run_1/ff_map.png
The bar under the picture is 20 microns long. Other sequential cells in the stronger gray, the rest of the logic in the fainter gray.
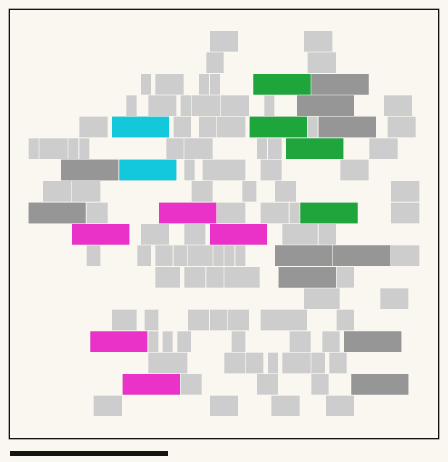
run_1/congestion_map.png
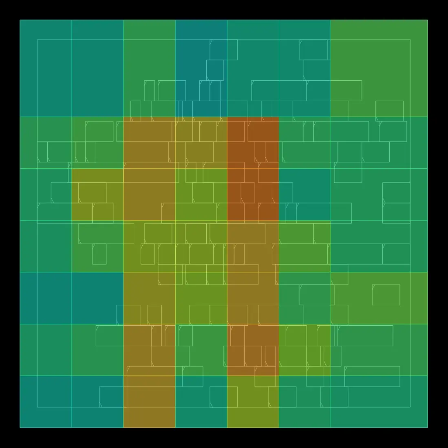
run_1/layers.png
The bar under the picture is 20 microns long.
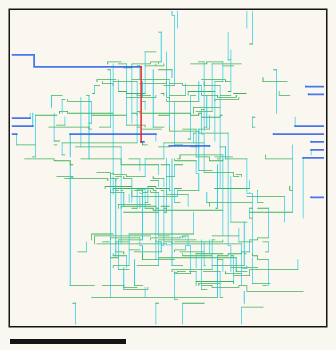
run_1/closeup.png
The bar under the picture is 5 microns long. Region (17, 28) to (37, 48) microns. Cells in gray, sequential cells in the stronger gray; small squares are vias.
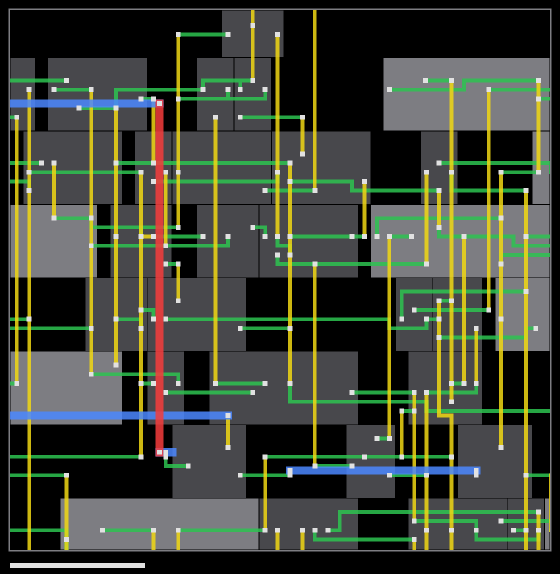
===== src/rtl/tt_ecp5_project_sel.sv =====
// tt_ecp5_project_sel
//   Shares one TT pin set between NUM_PROJ user designs. It owns the
//   active-project select, the per-project ena/rst_n lines and a global
//   uio output-enable gate.
//
//   Switching a project runs this sequence:
//     1. tristate uio and park every design (GUARD);
//     2. hold the newly selected design in reset (RESET);
//     3. release it (RUN).
//
//   Ports:
//     clk, rst        clock; synchronous active-high controller reset
//     sel_req_valid   switch/restart request handshake (valid/ready)
//     sel_req_ready
//     sel_req_id      requested project id
//     sel_err         1-cycle pulse when an accepted id is out of range
//     ext_rst_n       synchronised board reset button, active-low
//     out_sel         active project id, drives the pin mux
//     proj_ena        per-project enable
//     proj_rst_n      per-project reset, active-low
//     uio_oe_en       global uio output-enable gate (0 = all tristated)
//     busy            switch/reset sequence in progress
//
//   Every output is registered except sel_req_ready, which decodes the
//   state register only.
module tt_ecp5_project_sel #(
    parameter int NUM_PROJ     = 4,
    parameter int SEL_W        = 2,
    parameter int DEFAULT_ID   = 0,
    parameter int RST_CYCLES   = 16,
    parameter int GUARD_CYCLES = 2
) (
    input  logic                clk,
    input  logic                rst,
    input  logic                sel_req_valid,
    input  logic [SEL_W-1:0]    sel_req_id,
    output logic                sel_req_ready,
    output logic                sel_err,
    input  logic                ext_rst_n,
    output logic [SEL_W-1:0]    out_sel,
    output logic [NUM_PROJ-1:0] proj_ena,
    output logic [NUM_PROJ-1:0] proj_rst_n,
    output logic                uio_oe_en,
    output logic                busy
);

    localparam int MAX_CYC = (RST_CYCLES > GUARD_CYCLES) ? RST_CYCLES : GUARD_CYCLES;
    localparam int CNT_W   = $clog2(MAX_CYC + 1);

    localparam logic [CNT_W-1:0] RST_LOAD   = CNT_W'(RST_CYCLES - 1);
    localparam logic [CNT_W-1:0] GUARD_LOAD = CNT_W'(GUARD_CYCLES - 1);
    localparam logic [SEL_W-1:0] DEF_ID     = SEL_W'(DEFAULT_ID);

    typedef enum logic [1:0] {
        ST_GUARD = 2'd0,
        ST_RESET = 2'd1,
        ST_RUN   = 2'd2
    } state_t;

    // One-hot decode of a project id; ids outside the range decode to zero.
    function automatic logic [NUM_PROJ-1:0] onehot(input logic [SEL_W-1:0] id);
        logic [NUM_PROJ-1:0] o;
        o = '0;
        for (int i = 0; i < NUM_PROJ; i++) begin
            o[i] = (id == SEL_W'(i));
        end
        return o;
    endfunction

    state_t               state_r, state_s;
    logic [CNT_W-1:0]     cnt_r, cnt_s;
    logic [SEL_W-1:0]     out_sel_r, out_sel_s;
    logic [SEL_W-1:0]     pending_r, pending_s;
    logic                 err_r, err_s;
    logic [NUM_PROJ-1:0]  ena_r, ena_s;
    logic [NUM_PROJ-1:0]  rst_n_r, rst_n_s;
    logic                 oe_r, oe_s;
    logic                 busy_r, busy_s;

    // Next-state logic. The output image is decoded from the next state,
    // so the outputs can be registered without adding a cycle of latency.
    always_comb begin
        state_s   = state_r;
        cnt_s     = cnt_r;
        out_sel_s = out_sel_r;
        pending_s = pending_r;
        err_s     = 1'b0;
        case (state_r)
            ST_RUN: begin
                // An accepted request takes priority over the reset button.
                if (sel_req_valid) begin
                    if (int'(sel_req_id) >= NUM_PROJ) begin
                        err_s = 1'b1;
                    end else begin
                        pending_s = sel_req_id;
                        state_s   = ST_GUARD;
                        cnt_s     = GUARD_LOAD;
                    end
                end else if (!ext_rst_n) begin
                    state_s = ST_RESET;
                    cnt_s   = RST_LOAD;
                end else begin
                    state_s = ST_RUN;
                end
            end
            ST_GUARD: begin
                if (cnt_r == '0) begin
                    out_sel_s = pending_r;
                    state_s   = ST_RESET;
                    cnt_s     = RST_LOAD;
                end else begin
                    cnt_s = cnt_r - 1'b1;
                end
            end
            ST_RESET: begin
                // Reload the counter while the button is held, so the reset
                // stretches to the full length after the button is released.
                if (!ext_rst_n) begin
                    cnt_s = RST_LOAD;
                end else if (cnt_r == '0) begin
                    state_s = ST_RUN;
                end else begin
                    cnt_s = cnt_r - 1'b1;
                end
            end
            default: begin
                state_s = ST_RESET;
                cnt_s   = RST_LOAD;
            end
        endcase
    end

    // Output image for the state that is about to be entered.
    always_comb begin
        ena_s   = '0;
        rst_n_s = '0;
        oe_s    = 1'b0;
        busy_s  = 1'b1;
        case (state_s)
            ST_RUN: begin
                // Non-active designs stay in reset while one project runs.
                ena_s   = onehot(out_sel_s);
                rst_n_s = onehot(out_sel_s);
                oe_s    = 1'b1;
                busy_s  = 1'b0;
            end
            ST_RESET: begin
                ena_s = onehot(out_sel_s);
            end
            ST_GUARD: begin
                ena_s = '0;
            end
            default: begin
                ena_s = '0;
            end
        endcase
    end

    // State, counter, select and registered outputs.
    always_ff @(posedge clk) begin
        if (rst) begin
            state_r   <= ST_RESET;
            cnt_r     <= RST_LOAD;
            out_sel_r <= DEF_ID;
            pending_r <= DEF_ID;
            err_r     <= 1'b0;
            ena_r     <= onehot(DEF_ID);
            rst_n_r   <= '0;
            oe_r      <= 1'b0;
            busy_r    <= 1'b1;
        end else begin
            state_r   <= state_s;
            cnt_r     <= cnt_s;
            out_sel_r <= out_sel_s;
            pending_r <= pending_s;
            err_r     <= err_s;
            ena_r     <= ena_s;
            rst_n_r   <= rst_n_s;
            oe_r      <= oe_s;
            busy_r    <= busy_s;
        end
    end

    assign sel_req_ready = (state_r == ST_RUN);
    assign sel_err       = err_r;
    assign out_sel       = out_sel_r;
    assign proj_ena      = ena_r;
    assign proj_rst_n    = rst_n_r;
    assign uio_oe_en     = oe_r;
    assign busy          = busy_r;

endmodule


===== config.mk =====
export PLATFORM = sky130hd
export DESIGN_NAME = tt_ecp5_project_sel
export DESIGN_NICKNAME = d
export VERILOG_FILES = /design/src/rtl/tt_ecp5_project_sel.sv
export SDC_FILE = /design/constraint.sdc
export NUM_CORES = 1
export LEC_CHECK = 0
export CAP_MARGIN = 20
export CELL_PAD_IN_SITES_DETAIL_PLACEMENT = 0
export CELL_PAD_IN_SITES_GLOBAL_PLACEMENT = 1
export CORE_MARGIN = 2
export CORE_UTILIZATION = 37
export DETAILED_ROUTE_END_ITERATION = 16
export PLACE_DENSITY = 0.74
export SLEW_MARGIN = 20
export SYNTH_ARGS = -nofsm -noshare
export SYNTH_HDL_FRONTEND = slang
export SYNTH_SLANG_ARGS = --single-unit

===== constraint.sdc =====
create_clock -name clk -period 3.2 [get_ports clk]
set_input_delay 0.96 -clock clk [delete_from_list [all_inputs] [get_ports clk]]
set_output_delay 0.96 -clock clk [all_outputs]
set_load 0.05 [all_outputs]

==> flow_summary.rst, run 1 <==
Synthesis and place-and-route
=============================

.. list-table::
   :header-rows: 1

   * - Metric
     - Value
   * - Maximum vdd ir drop
     - 0.326 mV
   * - Horiz. Die Dim
     - 54.3 microns
   * - Violation count after the first detailed-route iteration
     - 7
   * - CP top delay family
     - buffers and inverters
   * - Post-Route Utilization
     - 47.3%
   * - # port buffers
     - 18
   * - Depth of the worst register-to-register path
     - 7
   * - Post-CTS setup buffer count
     - 0
   * - Number of hold-repair buffers added at the cts stage
     - 0
   * - Smallest hold slack
     - 0.485 ns
   * - Sequential standard cell area
     - 420 sq um
   * - Met2 WL post-DR
     - 765 microns
   * - Switching fraction of total power
     - 21.4%
   * - Headroom to the max-slew limit
     - 57.0%
   * - Dominant logic cell type in the layout
     - sky130_fd_sc_hd__dfxtp_1
   * - HP Start
     - cnt_r[4]
   * - Register with the most flip-flops
     - cnt_r
   * - Finish-stage setup viols
     - 0
   * - Largest clock skew in the final design
     - 0.00584 ns
   * - Antenna cell count
     - 0
   * - Post-CTS clock slew at the launch and capture registers of the worst setup and hold paths
     - 0.11 ns
   * - Clock share of power
     - 30.0%
   * - Final worst path period need
     - 2.70 ns
   * - Post-synth top flop
     - sky130_fd_sc_hd__dfxtp_1
   * - Flip-flop count of the largest register, all copies and words added
     - 5
   * - Hold Violations, Final
     - 0
   * - Clock buffers
     - 3
   * - Global route overflow
     - 0
   * - Antenna viol nets, final
     - 0
   * - Placed cells
     - 139
   * - Root cell of the clock tree
     - sky130_fd_sc_hd__clkbuf_4
   * - H-Tree Depth
     - 1
   * - Number of buffers created by CTS
     - 3
   * - Multiplexer fraction of the synthesized cell area
     - 9.09%
   * - List of most frequent post-synthesis cells
     - 21 x sky130_fd_sc_hd__dfxtp_1, 11 x sky130_fd_sc_hd__nor2_1, 7 x sky130_fd_sc_hd__mux2i_1, 7 x sky130_fd_sc_hd__nor2b_1
   * - WP buf/inv
     - 1
   * - Post-placement cell area
     - 1120 sq um
   * - Hold Crit Endpoint
     - cnt_r[4]
   * - # Taps
     - 30
   * - Post-layout total power
     - 0.405 mW
   * - Multi-input gate count
     - 67
   * - Post-detailed-routing wire length
     - 1.64 mm
   * - Relative contribution of sequential cells to total power
     - 65.1%
   * - Most area-hungry cell class in the final design
     - combinational gates
   * - Number of global-route vias before repair
     - 648
   * - Sequence of cells on the critical path
     - nor2b_1 > clkdlybuf4s50_1
   * - Detail-routed via count per cell
     - 4.97
   * - Internal cell power
     - 0.318 mW
   * - Leading cell types in the layout, fill and taps excluded
     - 21 x sky130_fd_sc_hd__dfxtp_1, 18 x sky130_fd_sc_hd__clkdlybuf4s50_1, 11 x sky130_fd_sc_hd__nor2_1
   * - Area added between synthesis and finish
     - 23.0%
   * - Clk latency late pin
     - 0.30 ns
   * - Hold depth
     - 1
   * - Net switching power
     - 0.0865 mW
   * - Standard cell core area
     - 2430 sq um
   * - Net count reported at finish
     - 123
   * - Hold WC Path Type
     - flop to flop
   * - Critical path required time
     - 2.24 ns
   * - Count of cells resized by post-cts repair
     - 0
   * - Routed metal-1 wire length
     - 781 microns
   * - Number of cells on the critical path
     - 2
   * - Clock Tree Buf Depth
     - 2
   * - Area share of and-or/or-and cells after synthesis
     - 13.1%
   * - Maximum clock frequency
     - 0.371 GHz
   * - Initial antenna violation count
     - 0
   * - Number of flip-flops and latches
     - 21
   * - Wire length of the first global-routing pass
     - 2.82 mm
   * - Transition time at the pin with the least slew margin
     - 0.645 ns
   * - Startpoint Class
     - flop
   * - TritonCTS clock tree
     - done
   * - Fraction of standard cell area in multi-input logic
     - 41.2%
   * - Final HPWL from detailed placement
     - 1.25 mm
   * - Run status
     - complete, no violations
   * - Yosys cell count
     - 96
   * - Cell area after synthesis
     - 936 sq um
   * - Power drawn by the clock network
     - 0.121 mW
   * - Inverter tally of the final layout excluding the clock network
     - 3
-- ff_map.png (at the start) --
color	signal	sequential cells
magenta	cnt_r	5
cyan	out_sel	2
green	proj_ena	4

-- congestion_map.png (at the start) --
met2 track utilization from global routing: 23.9%
average wire per cell in the routed design: 11.5 microns
busiest grt layer: met2
GRT met3 Usage: 4.92%
aggregate global-route resource usage: 13.4%

-- layers.png (at the start) --
color	layer	wire length
green	M1	782 microns
red	M4	12.9 microns
blue	M3	81.6 microns
cyan	M2	765 microns

-- closeup.png (at the start) --
color	layer
green	M1
blue	M3
red	M4
yellow	M2
most frequent	nor2_1 (6), mux2i_1 (5)
cells with their middle in the window	30
sequential cells in the window	4
netlist names of flops here include	proj_ena (2)

run_1/gates.png
The bar under the picture is 20 microns long.
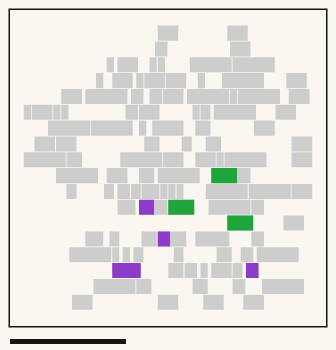

## Run 2: what changed since run 1
CORE_UTILIZATION = 33   (was 37)
PLACE_DENSITY = 0.69   (was 0.74)
clock period = 2.39 ns   (was 3.2 ns; I/O delays follow)
run_2/gates.png
The bar under the picture is 20 microns long.
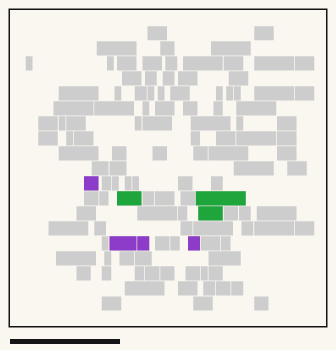
color	family	cells
green	fa/ha/maj cells	3
purple	and/or cells	4

run_2/closeup.png
The bar under the picture is 5 microns long. Region (19, 30) to (39, 50) microns. Cells in gray, sequential cells in the stronger gray; small squares are vias.
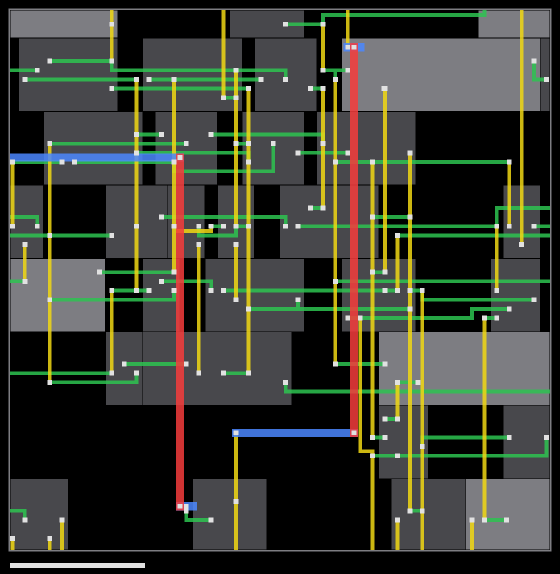
color	layer
blue	M3
green	M1
red	M4
yellow	M2
netlist names of flops here include	proj_ena (2)
sequential cells in the window	2
cells with their middle in the window	25
most frequent	mux2i_1 (5), nor2b_1 (4), nor2_1 (4)

run_2/congestion_map.png
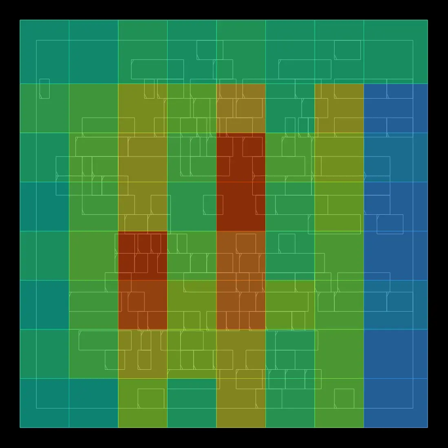
GR Util met1: 14.6%
Post-Route Utilization: 44.2%

==> flow_summary.rst, run 2 <==
Synthesis and place-and-route
=============================

.. list-table::
   :header-rows: 1

   * - Metric
     - Value
   * - Hold Violations, Final
     - 0 (unchanged)
   * - Area added between synthesis and finish
     - 29.0%
   * - # port buffers
     - 18 (unchanged)
   * - Headroom to the max-slew limit
     - 66.5% (+9.4 points)
   * - Met2 track utilization from global routing
     - 17.6% (-6.3 points)
   * - Relative contribution of sequential cells to total power
     - 63.7% (-1.4 points)
   * - Inverter tally of the final layout excluding the clock network
     - 3 (unchanged)
   * - Post-CTS setup buffer count
     - 0 (unchanged)
   * - Clk latency late pin
     - 0.30 ns (about the same)
   * - Clock buffers
     - 3 (unchanged)
   * - Horiz. Die Dim
     - 57.3 microns (+5.5%)
   * - Placed cells
     - 146 (+5.0%)
   * - Depth of the worst register-to-register path
     - 7 (unchanged)
   * - Largest clock skew in the final design
     - 0.00251 ns (-0.00333 ns)
   * - Post-synth top flop
     - sky130_fd_sc_hd__dfxtp_1
   * - Violation count after the first detailed-route iteration
     - 31 (+24)
   * - CP top delay family
     - buffers and inverters
   * - Register with the most flip-flops
     - cnt_r
   * - Most area-hungry cell class in the final design
     - combinational gates
   * - Number of hold-repair buffers added at the cts stage
     - 0 (unchanged)
   * - TritonCTS clock tree
     - done
   * - Met2 WL post-DR
     - 731 microns (-4.4%)
   * - Maximum vdd ir drop
     - 0.316 mV (-3.1%)
   * - Standard cell core area
     - 2730 sq um (+12%)
   * - Antenna cell count
     - 0 (unchanged)
   * - Number of flip-flops and latches
     - 21 (unchanged)
   * - # Taps
     - 31 (+3.3%)
   * - Power drawn by the clock network
     - 0.172 mW (+42%)
   * - Final HPWL from detailed placement
     - 1.25 mm (+0.43%)
   * - Hold WC Path Type
     - flop to flop
   * - Root cell of the clock tree
     - sky130_fd_sc_hd__clkbuf_4
   * - Post-CTS clock slew at the launch and capture registers of the worst setup and hold paths
     - 0.12 ns (about the same)
   * - Dominant logic cell type in the layout
     - sky130_fd_sc_hd__dfxtp_1
   * - Transition time at the pin with the least slew margin
     - 0.502 ns (-0.143 ns)
   * - Global route overflow
     - 0 (unchanged)
   * - Routed metal-1 wire length
     - 814 microns (+4.2%)
   * - List of most frequent post-synthesis cells
     - 21 x sky130_fd_sc_hd__dfxtp_1, 11 x sky130_fd_sc_hd__nor2_1, 7 x sky130_fd_sc_hd__mux2i_1, 7 x sky130_fd_sc_hd__nor2b_1
   * - Sequence of cells on the critical path
     - clkdlybuf4s50_1
   * - Net switching power
     - 0.126 mW (+45%)
   * - Flip-flop count of the largest register, all copies and words added
     - 5 (unchanged)
   * - Smallest hold slack
     - 0.487 ns (+0.00147 ns)
   * - Finish-stage setup viols
     - 0 (unchanged)
   * - Hold Crit Endpoint
     - cnt_r[4]
   * - Post-placement cell area
     - 1170 sq um (+3.9%)
   * - Cell area after synthesis
     - 936 sq um (unchanged)
   * - Initial antenna violation count
     - 0 (unchanged)
   * - Switching fraction of total power
     - 22.6% (+1.3 points)
   * - H-Tree Depth
     - 1 (unchanged)
   * - Aggregate global-route resource usage
     - 11.3% (-2.1 points)
   * - Post-detailed-routing wire length
     - 1.64 mm (about the same)
   * - Run status
     - complete, no violations
   * - Yosys cell count
     - 96 (unchanged)
   * - Fraction of standard cell area in multi-input logic
     - 40.3% (-0.88 points)
   * - Antenna viol nets, final
     - 0 (unchanged)
Power figures rest on the tool's default switching activity, not on a simulated workload.
